===== config.mk =====
export PLATFORM = sky130hd
export DESIGN_NAME = aes_round_ctrl_flat
export DESIGN_NICKNAME = d
export VERILOG_FILES = /design/src/rtl/aes_round_ctrl_if.sv /design/src/rtl/aes_round_ctrl.sv /design/src/flat_wrapper.sv
export SDC_FILE = /design/constraint.sdc
export NUM_CORES = 1
export LEC_CHECK = 0
export ABC_AREA = 0
export CAP_MARGIN = 0
export CORE_MARGIN = 4
export CORE_UTILIZATION = 40
export CTS_BUF_LIST = sky130_fd_sc_hd__clkbuf_16
export DETAILED_ROUTE_END_ITERATION = 12
export HOLD_SLACK_MARGIN = 0.08
export PLACE_DENSITY = 0.66
export SETUP_SLACK_MARGIN = 0.4
export SYNTH_ARGS = -nofsm -noshare
export SYNTH_HDL_FRONTEND = slang
export SYNTH_SLANG_ARGS = --single-unit

===== constraint.sdc =====
create_clock -name clk -period 4.1 [get_ports clk]
set_clock_uncertainty 0.2 [all_clocks]
set_input_delay 0.615 -clock clk [delete_from_list [all_inputs] [get_ports clk]]
set_output_delay 0.615 -clock clk [all_outputs]
set_load 0.02 [all_outputs]

===== src/rtl/aes_round_ctrl_if.sv =====
// Handshake and datapath-control bundle between the AES round sequencer
// (slave side) and the requester / datapath that drives it (master side).
interface aes_round_ctrl_if;
  logic       start;
  logic       ready;
  logic [1:0] mux_sel;
  logic       state_en;
  logic       key_en;
  logic [3:0] round_idx;
  logic       busy;
  logic       out_valid;
  logic       out_ready;

  // Sequencer side: consumes requests and the consumer accept, drives controls
  modport slave (
    input  start,
    input  out_ready,
    output ready,
    output mux_sel,
    output state_en,
    output key_en,
    output round_idx,
    output busy,
    output out_valid
  );

  // Requester / consumer side
  modport master (
    output start,
    output out_ready,
    input  ready,
    input  mux_sel,
    input  state_en,
    input  key_en,
    input  round_idx,
    input  busy,
    input  out_valid
  );
endinterface


===== src/rtl/aes_round_ctrl.sv =====
// AES-128 round sequencer: steps the state register through the initial
// AddRoundKey, NUM_ROUNDS-1 full rounds and the final round, each round lasting
// ROUND_CYCLES clocks, then holds the ciphertext valid until it is accepted.
// Every output is a register loaded from the decode of the next state, so the
// datapath sees glitch-free controls aligned with the state it is in.
module aes_round_ctrl #(
  parameter int NUM_ROUNDS   = 10,
  parameter int ROUND_CYCLES = 1
) (
  input  logic            clk,
  input  logic            rst,
  aes_round_ctrl_if.slave bus
);

  // Sub-cycle counter is at least one bit wide even for single-cycle rounds
  localparam int CW = (ROUND_CYCLES > 1) ? $clog2(ROUND_CYCLES) : 1;
  localparam logic [CW-1:0] SUB_LAST   = CW'(ROUND_CYCLES - 1);
  localparam logic [CW-1:0] SUB_ONE    = CW'(1);
  localparam logic [3:0]    LAST_ROUND = 4'(NUM_ROUNDS - 1);
  localparam logic [3:0]    ROUND_ONE  = 4'd1;

  // Reject illegal configurations at elaboration
  if (NUM_ROUNDS < 2 || NUM_ROUNDS > 15) begin : g_bad_num_rounds
    $error("aes_round_ctrl: NUM_ROUNDS must be in 2..15");
  end
  if (ROUND_CYCLES < 1) begin : g_bad_round_cycles
    $error("aes_round_ctrl: ROUND_CYCLES must be at least 1");
  end

  typedef enum logic [2:0] {
    S_IDLE,
    S_INIT,
    S_ROUND,
    S_FINAL,
    S_OUT
  } state_t;

  state_t        state_reg, state_next;
  logic [CW-1:0] sub_reg, sub_next;
  logic [3:0]    round_reg, round_next;

  logic       ready_reg, ready_next;
  logic       busy_reg, busy_next;
  logic       out_valid_reg, out_valid_next;
  logic [1:0] mux_sel_reg, mux_sel_next;
  logic       state_en_reg, state_en_next;

  // State, counters and registered control outputs
  always_ff @(posedge clk) begin
    if (rst) begin
      state_reg     <= S_IDLE;
      sub_reg       <= '0;
      round_reg     <= 4'd0;
      ready_reg     <= 1'b1;
      busy_reg      <= 1'b0;
      out_valid_reg <= 1'b0;
      mux_sel_reg   <= 2'b11;
      state_en_reg  <= 1'b0;
    end else begin
      state_reg     <= state_next;
      sub_reg       <= sub_next;
      round_reg     <= round_next;
      ready_reg     <= ready_next;
      busy_reg      <= busy_next;
      out_valid_reg <= out_valid_next;
      mux_sel_reg   <= mux_sel_next;
      state_en_reg  <= state_en_next;
    end
  end

  // Next-state sequencing and decode of the controls for the next state
  always_comb begin
    state_next = state_reg;
    sub_next   = sub_reg;
    round_next = round_reg;

    case (state_reg)
      S_IDLE: begin
        if (bus.start) begin
          state_next = S_INIT;
          sub_next   = '0;
          round_next = 4'd0;
        end
      end
      S_INIT: begin
        state_next = S_ROUND;
        sub_next   = '0;
        round_next = ROUND_ONE;
      end
      S_ROUND: begin
        if (sub_reg == SUB_LAST) begin
          sub_next   = '0;
          round_next = round_reg + ROUND_ONE;
          if (round_reg == LAST_ROUND) begin
            state_next = S_FINAL;
          end
        end else begin
          sub_next = sub_reg + SUB_ONE;
        end
      end
      S_FINAL: begin
        if (sub_reg == SUB_LAST) begin
          state_next = S_OUT;
          sub_next   = '0;
        end else begin
          sub_next = sub_reg + SUB_ONE;
        end
      end
      S_OUT: begin
        if (bus.out_ready) begin
          state_next = S_IDLE;
          round_next = 4'd0;
        end
      end
      default: begin
        state_next = S_IDLE;
        sub_next   = '0;
        round_next = 4'd0;
      end
    endcase

    ready_next     = (state_next == S_IDLE);
    busy_next      = (state_next == S_INIT) || (state_next == S_ROUND) ||
                     (state_next == S_FINAL);
    out_valid_next = (state_next == S_OUT);

    case (state_next)
      S_INIT:  mux_sel_next = 2'b00;
      S_ROUND: mux_sel_next = 2'b01;
      S_FINAL: mux_sel_next = 2'b10;
      default: mux_sel_next = 2'b11;
    endcase

    // Load the state register on INIT and on the closing cycle of every round
    state_en_next = (state_next == S_INIT) ||
                    (((state_next == S_ROUND) || (state_next == S_FINAL)) &&
                     (sub_next == SUB_LAST));
  end

  assign bus.ready     = ready_reg;
  assign bus.busy      = busy_reg;
  assign bus.out_valid = out_valid_reg;
  assign bus.mux_sel   = mux_sel_reg;
  assign bus.state_en  = state_en_reg;
  assign bus.key_en    = state_en_reg;
  assign bus.round_idx = round_reg;

endmodule


===== src/flat_wrapper.sv =====
// flat-port wrapper written by rule: the top's interface ports become plain ports
module aes_round_ctrl_flat 
#(
  parameter int NUM_ROUNDS   = 10,
  parameter int ROUND_CYCLES = 1
)
  (clk, rst, bus_start, bus_out_ready, bus_ready, bus_mux_sel, bus_state_en, bus_key_en, bus_round_idx, bus_busy, bus_out_valid);
  aes_round_ctrl_if bus_i ();
  input  logic clk;
  input  logic rst;
  input wire logic [$bits(bus_i.start)-1:0] bus_start;
  input wire logic [$bits(bus_i.out_ready)-1:0] bus_out_ready;
  output wire logic [$bits(bus_i.ready)-1:0] bus_ready;
  output wire logic [$bits(bus_i.mux_sel)-1:0] bus_mux_sel;
  output wire logic [$bits(bus_i.state_en)-1:0] bus_state_en;
  output wire logic [$bits(bus_i.key_en)-1:0] bus_key_en;
  output wire logic [$bits(bus_i.round_idx)-1:0] bus_round_idx;
  output wire logic [$bits(bus_i.busy)-1:0] bus_busy;
  output wire logic [$bits(bus_i.out_valid)-1:0] bus_out_valid;
  assign bus_i.start = bus_start;
  assign bus_i.out_ready = bus_out_ready;
  assign bus_ready = bus_i.ready;
  assign bus_mux_sel = bus_i.mux_sel;
  assign bus_state_en = bus_i.state_en;
  assign bus_key_en = bus_i.key_en;
  assign bus_round_idx = bus_i.round_idx;
  assign bus_busy = bus_i.busy;
  assign bus_out_valid = bus_i.out_valid;
  aes_round_ctrl #(.NUM_ROUNDS(NUM_ROUNDS), .ROUND_CYCLES(ROUND_CYCLES)) u_core (.clk(clk), .rst(rst), .bus(bus_i));
endmodule

==> impl_metrics.yaml, run 1 <==
# flow metrics
run_status:
  status: "finished clean"
placed_design:
  dpl.hpwl_um: 897
  place_ws_ns: 1.81
  gp_congestion: 0.725
global_route:
  grt_max_degree: 13
  grt_use_met2: 0.198
  gr-usage-all-layers: 0.116
clocking:
  clk_path_buf_depth: 2
  cts.htree.levels: 1
  clk_pin_slew_ns: 0.04
  postCtsHoldBufs: 0
  cts_setup_buffers: 0
power:
  p_int_w: 0.000296
  power_w: 0.000380
  peakVddDrop_uv: 269
routing:
  vias: 523
  totalWireLength_mm: 1.14
  avgRoutedWirePerCell_um: 11.6
  viasPerCell: 5.34
setup_path:
  rr_startpoint: "u_core.state_reg[0]"
  crit_family: "buffers and inverters"
  path_class: "flop to primary output"
  crit_path_max_fanout: 6
  start_kind: "flop"
final_timing:
  worst_pin_slew_ns: 0.401
  final_hold_viol_count: 0
  min_period_ns: 2.14
  rsz0062_at_grt: "false"
  fmax_ghz: 0.466
job:
  drv_cap: 0
yosys:
  yosysWarnings: 0
  ys.flops: 14
worst_hold_path:
  hp-start: "u_core.bus.round_idx[3]"
  hp-class: "flop to flop"
cells_and_area:
  nNetsFinal: 89
  fin_util: 0.557
## run 1: synthesized netlist by cell type
master    number
nor4b_1        1
a21oi_2        1
o211ai_4       1
a311o_1        1
buf_4          1
or4_1          1
or4_4          1
nor2_1         7
nand3b_1       1
nand2_1        2
inv_1          4
a21o_1         1
a22oi_1        1
a21oi_1        7
ha_1           2
o21bai_1       1
nor3b_1        2
o21ai_1        1
nor3_1         2
buf_6          2
or4b_4         1
buf_2          1
o21ai_0        1
nand2b_1       1
dfxtp_1       14
or3_1          4
clkbuf_1       1
nand2_2        1
nor2_2         1
nand2b_2       1
o21ai_2        1
nand3_1        1
a22o_1         1
## run 1: layout by cell type, fill, tap and decap left out, types with 2 or more instances in the layout
cell             count
clkbuf_16            3
nand2_1              2
ha_1                 2
nor2_1               7
a21oi_1              7
dfxtp_1             14
clkdlybuf4s50_1     14
nor3b_1              2
nor3_1               2
or3_1                4
inv_1                4
## run 1: worst min-delay path, stage by stage (launching register included)
cell and delay, ns:
dfxtp_1 0.33, o21ai_2 0.06, a21oi_1 0.05
## run 1: per-layer routing
layer | part of all wire | vias to the layer above | wire length, um
met2 | 0.49 | 13 | 560
li1 | - | 270 | -
met3 | 0.070 | 2 | 80
met4 | 0.0096 | 0 | 11
met1 | 0.43 | 238 | 489
met5 | 0 | - | 0
## run 1: kinds of logic after synthesis
family,count (synthesis),share of synthesized area
simple gates,27,0.254
compound gates,17,0.193
flops,14,0.432
buf+inv,9,0.0828
fa+ha+maj,2,0.0385
## run 1: per-stage QoR
step	instance area, um^2	cells	hold WS (ns)
after floorplan	649	69	0.294
after global placement	771	94	0.280
after detailed placement	771	94	0.290
after CTS	850	98	0.297
after global routing	850	98	0.318
final	850	98	0.287
## run 1: area by class of cell
cell class,instances,area (um^2)
sequential,14,280
inverter,4,15.0
clock inverter,1,3.75
timing repair buffer,14,140
fill,143,674
tap,16,20.0
multi-input combinational,46,315
clock buffer,3,75.1
## run 1: power by group through the flow
stage	Combinational, W	Clock (W)	Sequential (W)
final	0.0000484	0.000180	0.000152
after global routing	0.0000530	0.000192	0.000153
after CTS	0.0000492	0.000184	0.000152
after detailed placement	0.0000491	0	0.000154
after global placement	0.0000486	0	0.000154
after floorplan	0.0000294	0	0.000157
## run 1: path summary, 6_finish.rpt
path	to	slack, ns	cells past startpoint
setup / recovery	bus_round_idx[0]	1.96	1
hold / removal	u_core.bus.round_idx[3]	0.29	2
setup reg to reg	u_core.bus.round_idx[1]	2.34	4
hold reg to reg	u_core.bus.round_idx[3]	0.29	2
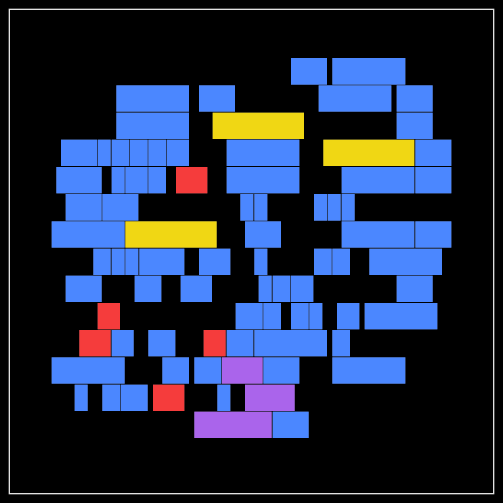
(run_1/drive_strength.png)
Scale: 10 px per um.
Key: drive 3 to 4 = purple [cells 3, share 3.7%]; drive 6 and up = yellow [cells 3, share 3.7%, most used clkbuf_16]; drive 1 or less = blue [cells 71, share 87%]; drive 2 = red [cells 5, share 6.1%]
post-route cell area: 850 um^2
area grow syn2layout: 30.8%

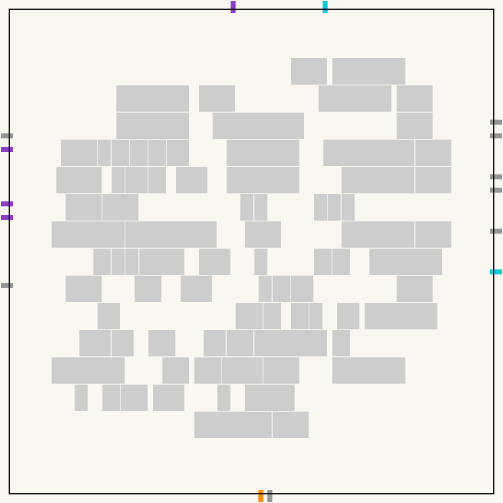
(run_1/pins.png)
Scale: 10 px per um. Pins as bars across the die edge, other pins in grey.
Key: `bus_mux_sel` = cyan [pins 2, direction output, edge 1 right, 1 top]; `bus_start` = orange [pins 1, direction input, edge bottom]; `bus_round_idx` = purple [pins 4, direction output, edge 3 left, 1 top]

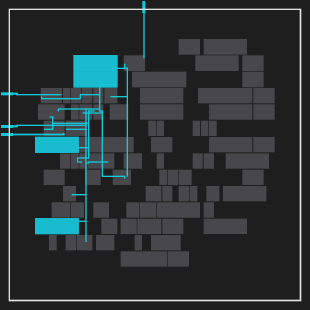
(run_1/port_nets.png)
Scale: 6 px per um.
Key: `bus_round_idx` = cyan [bits 4, direction output, end cells 4, buffers 4, wire 161 um]
IO Pins: 15
I/O Buffers: 14

==> run_1/gate_families.png <==
Scale: 10 px per um.
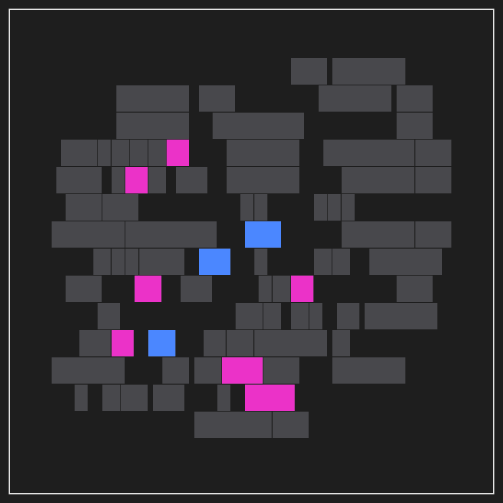

==> run 2, diff against run 1 <==
==> constraint.sdc (replaced) <==
create_clock -name clk -period 2 [get_ports clk]
set_clock_uncertainty 0.2 [all_clocks]
set_input_delay 0.3 -clock clk [delete_from_list [all_inputs] [get_ports clk]]
set_output_delay 0.3 -clock clk [all_outputs]
set_load 0.02 [all_outputs]
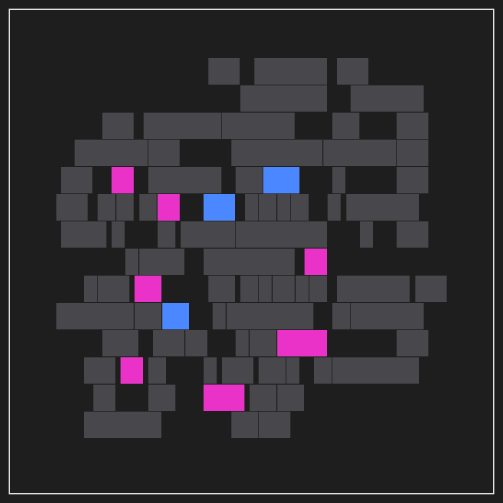
(run_2/gate_families.png)
Scale: 10 px per um.
Key: AND and OR gates = magenta [cells 7]; AND-OR and OR-AND gates = blue [cells 3]

==> run 2 against run 1 <==
Against the previous run:
- final cell count rose by 5.1%
- power is 100% higher
- combinational power is 120% higher
- clock power up 100%
- non-clock buffer count increased by 5
==> impl_metrics.yaml, run 2 <==
# flow metrics
run_status:
  status: "finished clean"
setup_path:
  start_kind: "flop"
  worstReg2RegEnd: "u_core.bus.round_idx[1]"
  rr_startpoint: "u_core.state_reg[0]"
  path_class: "flop to flop"
  rr_worst_depth: 4
  critical_path_arrival_ns: 1.53
  crit_path_max_fanout: 8
  reg2reg_setup_slack_ns: 0.40
placed_design:
  gp_congestion: 0.717
  dpl.hpwl_um: 963
  place_area_um2: 796
  port_buffers: 14
worst_hold_path:
  hp-class: "flop to flop"
  min_path_cells: 1
  hp-start: "u_core.state_reg[2]"
  min_to: "u_core.state_reg[0]"
cells_and_area:
  drive_gt1_frac: 0.264
  fin_util: 0.587
  nNetsFinal: 94
  design_area_um2: 895
  lay_top_count: "dlygate4sd2_1"
  antennaDiodeCount: 0
  layout_top_cells: "13 x dlygate4sd2_1, 9 x dfxtp_1, 7 x nor2_1"
  syn2layout_area_growth_pct: 37.8
clocking:
  cts.htree.levels: 1
  cts_buffers: 3
  clk_path_buf_depth: 2
  clk_pin_slew_ns: 0.04
global_route:
  first_global_vias: 467
  gr-usage-all-layers: 0.131
  grt_max_degree: 12
routing:
  vias: 563
  viasPerCell: 5.47
  totalWireLength_mm: 1.39
  final_antenna_net_count: 0
  avgRoutedWirePerCell_um: 13.5
yosys:
  flop_cell: "dfxtp_1"
  yosysWarnings: 0
  synthTopCellsByCount: "14 x dfxtp_1, 7 x a21oi_1, 7 x nor2_1, 4 x inv_1, 4 x or3_1"
  synth-edff-count: 0
  ys.flops: 14
  top_cell: "dfxtp_1"
  async_reset_ff_frac: 0
  ys_types: 33
job:
  warning_count: 29
  drv_cap: 0
final_timing:
  rsz0062_at_grt: "true"
  final_hold_viol_count: 0
  min_period_ns: 1.60
  fmax_ghz: 0.625
  fin_hold_ws_ns: 0.290
  worst_pin_slew_ns: 0.447
  fin_setup_tns_ns: 0
power:
  p_per_area_mw_per_mm2: 871
  switching_share: 0.225
  pwr-share-clk: 0.472
  peakVddDrop_uv: 500
  power_w: 0.000779
  combPwrFrac: 0.135
  p_int_w: 0.000604
floorplanning:
  ioPinCount: 15
  die_area_mm2: 0.00233
  die.size.y_um: 48.3
[run 2: critical path, cell delays in order, from the launching register on]
cell      delay (ns)
dfxtp_4         0.36
or4b_4          0.56
o211ai_4        0.15
or4_1           0.17
a21oi_2         0.05
[run 2: timing repair]
item / in CTS / in global routing
buffers inserted: 1 / 1
pin swaps: 8 / 7
gates resized: 18 / 3
hold buffers: 0 / 0
endpoints found under the setup margin: 18 / 5
endpoints found under the hold margin: 0 / 0
gates cloned: 0 / 0
[run 2: worst max-delay path by stage]
stage	endpoint	startpoint	slack, ns
after global placement	u_core.bus.round_idx[0]	bus_start	0.04
after CTS	u_core.bus.round_idx[1]	u_core.state_reg[0]	0.39
after global routing	u_core.bus.round_idx[1]	u_core.bus.round_idx[1]	0.36
after detailed placement	u_core.bus.round_idx[0]	bus_start	0.03
final	u_core.bus.round_idx[1]	u_core.state_reg[0]	0.40
after floorplan	u_core.bus.round_idx[1]	u_core.bus.round_idx[1]	0.41
[run 2: cell families (layout without fill, tap and decap cells)]
family	Yosys count	count (layout)	synth area share
fa+ha+maj	2	2	0.0385
simple gates	27	27	0.254
buf+inv	9	27	0.0828
flops	14	14	0.432
compound gates	17	17	0.193
[run 2: cell type report]
cell class	count	area [um^2]
fill	153	629
multi-input combinational	46	325
sequential	14	294
timing repair buffer	19	161
clock buffer	3	75.1
tap	16	20.0
inverter	4	15.0
clock inverter	1	3.75
[run 2: stage by stage]
stage | instances | setup slack [ns]
4_1_cts | 102 | 0.393
3_3_place_gp | 97 | 0.0433
6_report | 103 | 0.400
5_1_grt | 103 | 0.356
3_5_place_dp | 97 | 0.0297
2_1_floorplan | 69 | 0.408
[run 2: per-layer routing]
| metal | track usage | vias up | wire, um |
|---|---|---|---|
| met5 | 0 | - | 0 |
| met4 | 0.0323 | 0 | 20 |
| met3 | 0.0258 | 6 | 88 |
| met2 | 0.250 | 23 | 717 |
| met1 | 0.144 | 258 | 565 |
| li1 | - | 276 | - |
[run 2: power groups by stage]
stage	combinational (W)	sequential (W)	clock, W
after floorplan	0.0000610	0.000322	0
final	0.000105	0.000306	0.000368
after CTS	0.000101	0.000308	0.000373
after detailed placement	0.000108	0.000315	0
after global routing	0.000115	0.000309	0.000385
after global placement	0.000106	0.000314	0
No activity file was given, so power comes from the tool's default toggle rates.
